<file path="config.mk">
export PLATFORM = sky130hd
export DESIGN_NAME = bus_round_robin_arbiter
export DESIGN_NICKNAME = d
export VERILOG_FILES = /design/src/rtl/bus_round_robin_arbiter.sv
export SDC_FILE = /design/constraint.sdc
export NUM_CORES = 1
export LEC_CHECK = 0
export CELL_PAD_IN_SITES_DETAIL_PLACEMENT = 1
export CELL_PAD_IN_SITES_GLOBAL_PLACEMENT = 2
export CORE_MARGIN = 3
export CORE_UTILIZATION = 33
export CTS_CLUSTER_DIAMETER = 50
export DETAILED_ROUTE_END_ITERATION = 10
export PLACE_DENSITY = 0.84
export RECOVER_POWER = 25
export SLEW_MARGIN = 25
export SYNTH_ARGS = -nofsm -noshare
export SYNTH_HDL_FRONTEND = slang
export SYNTH_SLANG_ARGS = --single-unit
export TNS_END_PERCENT = 30
</file>
<file path="constraint.sdc">
create_clock -name clk -period 6.1 [get_ports clk]
set_input_delay 0.915 -clock clk [delete_from_list [all_inputs] [get_ports clk]]
set_output_delay 0.915 -clock clk [all_outputs]
set_load 0.03 [all_outputs]
</file>
<file path="src/rtl/bus_round_robin_arbiter.sv">
// Round-robin bus arbiter: one-hot grant, top-address slave decode, burst beat
// counting against bus_wait, wait-timeout abort reported on bus_error.
module bus_round_robin_arbiter #(
  parameter int NUM_MASTERS = 8,
  parameter int NUM_SLAVES  = 8,
  parameter int A_WIDTH     = 32,
  parameter int SEL_BITS    = 3,
  parameter int TIMEOUT     = 255
) (
  input  logic                           clk,
  input  logic                           reset,
  input  logic [NUM_MASTERS-1:0]         req,
  output logic [NUM_MASTERS-1:0]         ack,
  input  logic [A_WIDTH-1:0]             bus_addr,
  input  logic [1:0]                     bus_burst_length,
  input  logic                           bus_wait,
  output logic [NUM_SLAVES-1:0]          device_en,
  output logic                           busy,
  output logic                           bus_error,
  output logic [$clog2(NUM_MASTERS)-1:0] owner_id
);

  localparam int OW = $clog2(NUM_MASTERS);

  typedef enum logic [1:0] {IDLE, GRANT, XFER, RELEASE} state_t;

  state_t                state_q, state_d;
  logic [NUM_MASTERS-1:0] ack_q, ack_d;
  logic [NUM_SLAVES-1:0]  device_en_q, device_en_d;
  logic [OW-1:0]          owner_q, owner_d;
  logic [2:0]             beats_left_q, beats_left_d;
  logic [7:0]             wait_cnt_q, wait_cnt_d;
  logic                   bus_error_q, bus_error_d;

  logic [OW-1:0]          winner;
  logic                   found;
  logic [SEL_BITS-1:0]    sel;
  logic [2:0]             burst_beats;
  logic                   unused_addr_bits;

  assign sel              = bus_addr[A_WIDTH-1 -: SEL_BITS];
  assign unused_addr_bits = ^bus_addr[A_WIDTH-SEL_BITS-1:0];

  // Search upward from the master after the last owner, wrapping around.
  always_comb begin
    int idx;
    winner = owner_q;
    found  = 1'b0;
    idx    = 0;
    for (int i = 1; i <= NUM_MASTERS; i++) begin
      idx = int'(owner_q) + i;
      if (idx >= NUM_MASTERS) idx = idx - NUM_MASTERS;
      if (!found && req[OW'(idx)]) begin
        found  = 1'b1;
        winner = OW'(idx);
      end
    end
  end

  always_comb begin
    case (bus_burst_length)
      2'd0:    burst_beats = 3'd0;
      2'd1:    burst_beats = 3'd1;
      2'd2:    burst_beats = 3'd3;
      default: burst_beats = 3'd7;
    endcase
  end

  always_comb begin
    state_d      = state_q;
    ack_d        = ack_q;
    device_en_d  = device_en_q;
    owner_d      = owner_q;
    beats_left_d = beats_left_q;
    wait_cnt_d   = wait_cnt_q;
    bus_error_d  = 1'b0;
    case (state_q)
      IDLE: begin
        if (found) begin
          ack_d   = NUM_MASTERS'(1) << winner;
          owner_d = winner;
          state_d = GRANT;
        end
      end
      GRANT: begin
        beats_left_d = burst_beats;
        wait_cnt_d   = 8'd0;
        if (int'(sel) < NUM_SLAVES) begin
          device_en_d = NUM_SLAVES'(1) << sel;
          state_d     = XFER;
        end else begin
          bus_error_d = 1'b1;
          ack_d       = '0;
          state_d     = RELEASE;
        end
      end
      XFER: begin
        // A requester withdrawing mid-burst ends the tenure quietly.
        if (!req[owner_q]) begin
          ack_d       = '0;
          device_en_d = '0;
          state_d     = RELEASE;
        end else if (!bus_wait) begin
          if (beats_left_q == 3'd0) begin
            ack_d       = '0;
            device_en_d = '0;
            state_d     = RELEASE;
          end else begin
            beats_left_d = beats_left_q - 3'd1;
            wait_cnt_d   = 8'd0;
          end
        end else if (wait_cnt_q == 8'(TIMEOUT - 1)) begin
          bus_error_d = 1'b1;
          ack_d       = '0;
          device_en_d = '0;
          state_d     = RELEASE;
        end else begin
          wait_cnt_d = wait_cnt_q + 8'd1;
        end
      end
      RELEASE: begin
        ack_d       = '0;
        device_en_d = '0;
        state_d     = IDLE;
      end
      default: begin
        ack_d       = '0;
        device_en_d = '0;
        state_d     = IDLE;
      end
    endcase
  end

  always_ff @(posedge clk) begin
    if (reset) begin
      state_q      <= IDLE;
      ack_q        <= '0;
      device_en_q  <= '0;
      owner_q      <= OW'(NUM_MASTERS - 1);
      beats_left_q <= 3'd0;
      wait_cnt_q   <= 8'd0;
      bus_error_q  <= 1'b0;
    end else begin
      state_q      <= state_d;
      ack_q        <= ack_d;
      device_en_q  <= device_en_d;
      owner_q      <= owner_d;
      beats_left_q <= beats_left_d;
      wait_cnt_q   <= wait_cnt_d;
      bus_error_q  <= bus_error_d;
    end
  end

  assign ack       = ack_q;
  assign device_en = device_en_q;
  assign owner_id  = owner_q;
  assign bus_error = bus_error_q;
  assign busy      = (state_q != IDLE);

endmodule

</file>
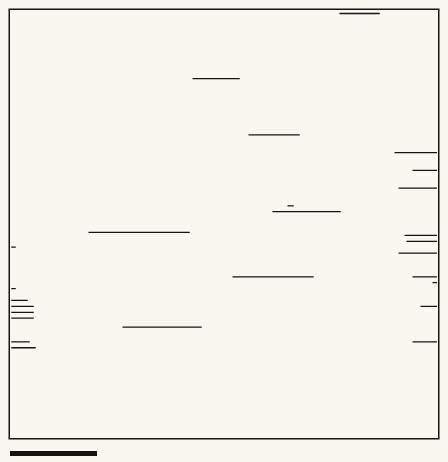
**Above:** signal wires on met3.
Scale bar: 20 um.
wire length on this layer: 196 um
longest straight run: 23.0 um
share of all routed wire: 2.8%
nets with wire on the layer: 23
main direction: horizontal

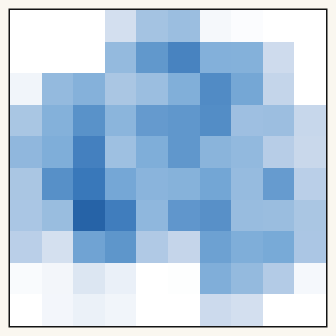
**Above:** cell area per tile.
The die is cut into 10 by 10 equal tiles; white is low, dark blue is high, 0 to 100% covered.
nearly empty tiles: 18%
tiles over 75% full: 1.0%
mean over tiles: 33%
emptiest ninth of the die: upper left
fullest tile: 80%

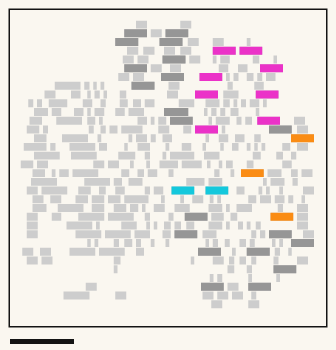
**Above:** sequential cells grouped by signal name.
Scale bar: 20 um. Other sequential cells in the stronger grey, the rest of the logic in the fainter grey.
legend:
  magenta:
    name_in_the_netlist: `wait_cnt_q`
    flops: 8
    where: upper right
  cyan:
    name_in_the_netlist: `state_q`
    flops: 2
  orange:
    name_in_the_netlist: `beats_left_q`
    flops: 3
not coloured: 20

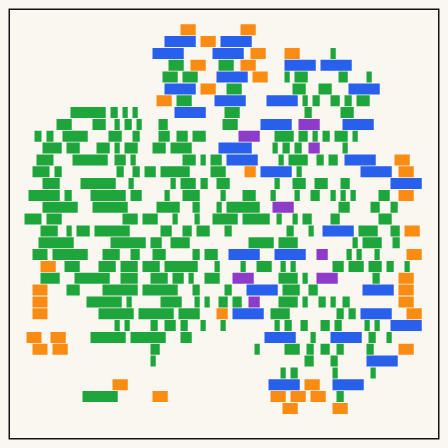
**Above:** cells coloured by class.
legend:
  purple:
    class: clock drivers and dummy loads
    cells: 8
    share_of_their_area: 2.9%
  blue:
    class: registers
    cells: 33
    share_of_their_area: 21%
  green:
    class: remaining logic cells
    cells: 241
    share_of_their_area: 64%
  orange:
    class: remaining buffers and delay cells
    cells: 38
    share_of_their_area: 12%

==> ci_impl_report.md <==
## Synthesis and layout report

| Metric | Value |
|---|---|
| Outcome | `finished, final reports clean` |
| Layout clock area frac | `2.784%` |
| Clock tree buffer depth | `2` |
| TritonCTS clock tree | `yes` |
| Setup WS pre-CTS | `around 2000 ps` |
| IO Port Bufs | `36` |
| Pwr Total | `1774 uW` |
| Clock Power | `roughly 160 uW` |
| Top sig layer | `met4` |
| Post-Syn Area | `2816 sq um` |
| Routed WL | `approximately 6900 um` |
| Delay-heaviest family, CP | `AND-OR/OR-AND gates` |
| Well Taps | `approximately 110` |
| Depth of the worst register-to-register path | `11` |
| Top Consumer | `combinational cells` |
| Largest net degree at the start of global routing | `25` |
| Register area | `661.9 sq um` |
| Number of CTS-inserted buffers | `5` |
| Fin cells | `425` |
| Leading area contributor after synthesis | `dfxtp_1` |
| GRT Max-Usage Layer | `met2` |
| I/O Pins | `roughly 66` |
| Final hold vios | `0` |
| H-Tree Depth | `2` |
| WL met1 | `~3000 um` |
| Post-layout period usage | `about two thirds` |
| Ao+oa area frac | `21.46%` |
| HPWL after DPL | `5242 um` |
| Post-layout min period | `4112 ps` |
| Avg Cell Area, Syn | `around 9.5 sq um` |
| Syn_nets | `353` |
| Design area | `roughly 3300 sq um` |
| Yosys stat chip area | `approximately 2800 sq um` |
| Post-cts resize count | `0` |
| RSZ-0062 raised after global routing | `false` |
| Syn Inst Count | `about 300` |
| CTS Hold Bufs | `0` |
| Die y size | `between 90 and 100 um` |
| # setup viols final | `0` |
| Power Internal | `896.7 uW` |
| Pleak | `0.001225 uW` |
| Filler cell count | `965` |
| CTS clk-pin slew, worst paths | `70 ps` |
| M2 GR Usage | `a little over a quarter` |
| Die Size | `just under 10000 sq um` |
| Log Warnings | `between 60 and 70` |
| Max-slew headroom | `around half` |
| Post-synth top cells | `33 x dfxtp_1, 27 x nor2_1, 21 x nand2_1, 18 x a21oi_1, 18 x mux4_2` |
| Achievable Freq | `around 240 MHz` |
| Yosys simple share | `between 10% and 20%` |
| Layout cell share with drive strength beyond 1 | `18.13%` |
| GR met3 Demand/Resource | `2.214%` |
| Bufs w/o clock | `38` |
| Met2 wire len | `about 3600 um` |
| Worst-margin pin slew | `775.7 ps` |
| Largest logic family | `multiplexers` |
| Combinational Power Share | `between 70% and 80%` |
| Worst path max stage delay | `830 ps` |
| Top Layout Cells | `32 x dfxtp_1, 27 x nor2_1, 23 x clkdlybuf4s50_1, 21 x nand2_1` |
| Routed vias/inst | `about 5.6` |
| Non-clock buffer share of cell area | `between 10% and 20%` |
| Via count | `roughly 2400` |
| Inverters, non-clock | `16` |
| Row count | `33` |
Power figures rest on the tool's default switching activity, not on a simulated workload.
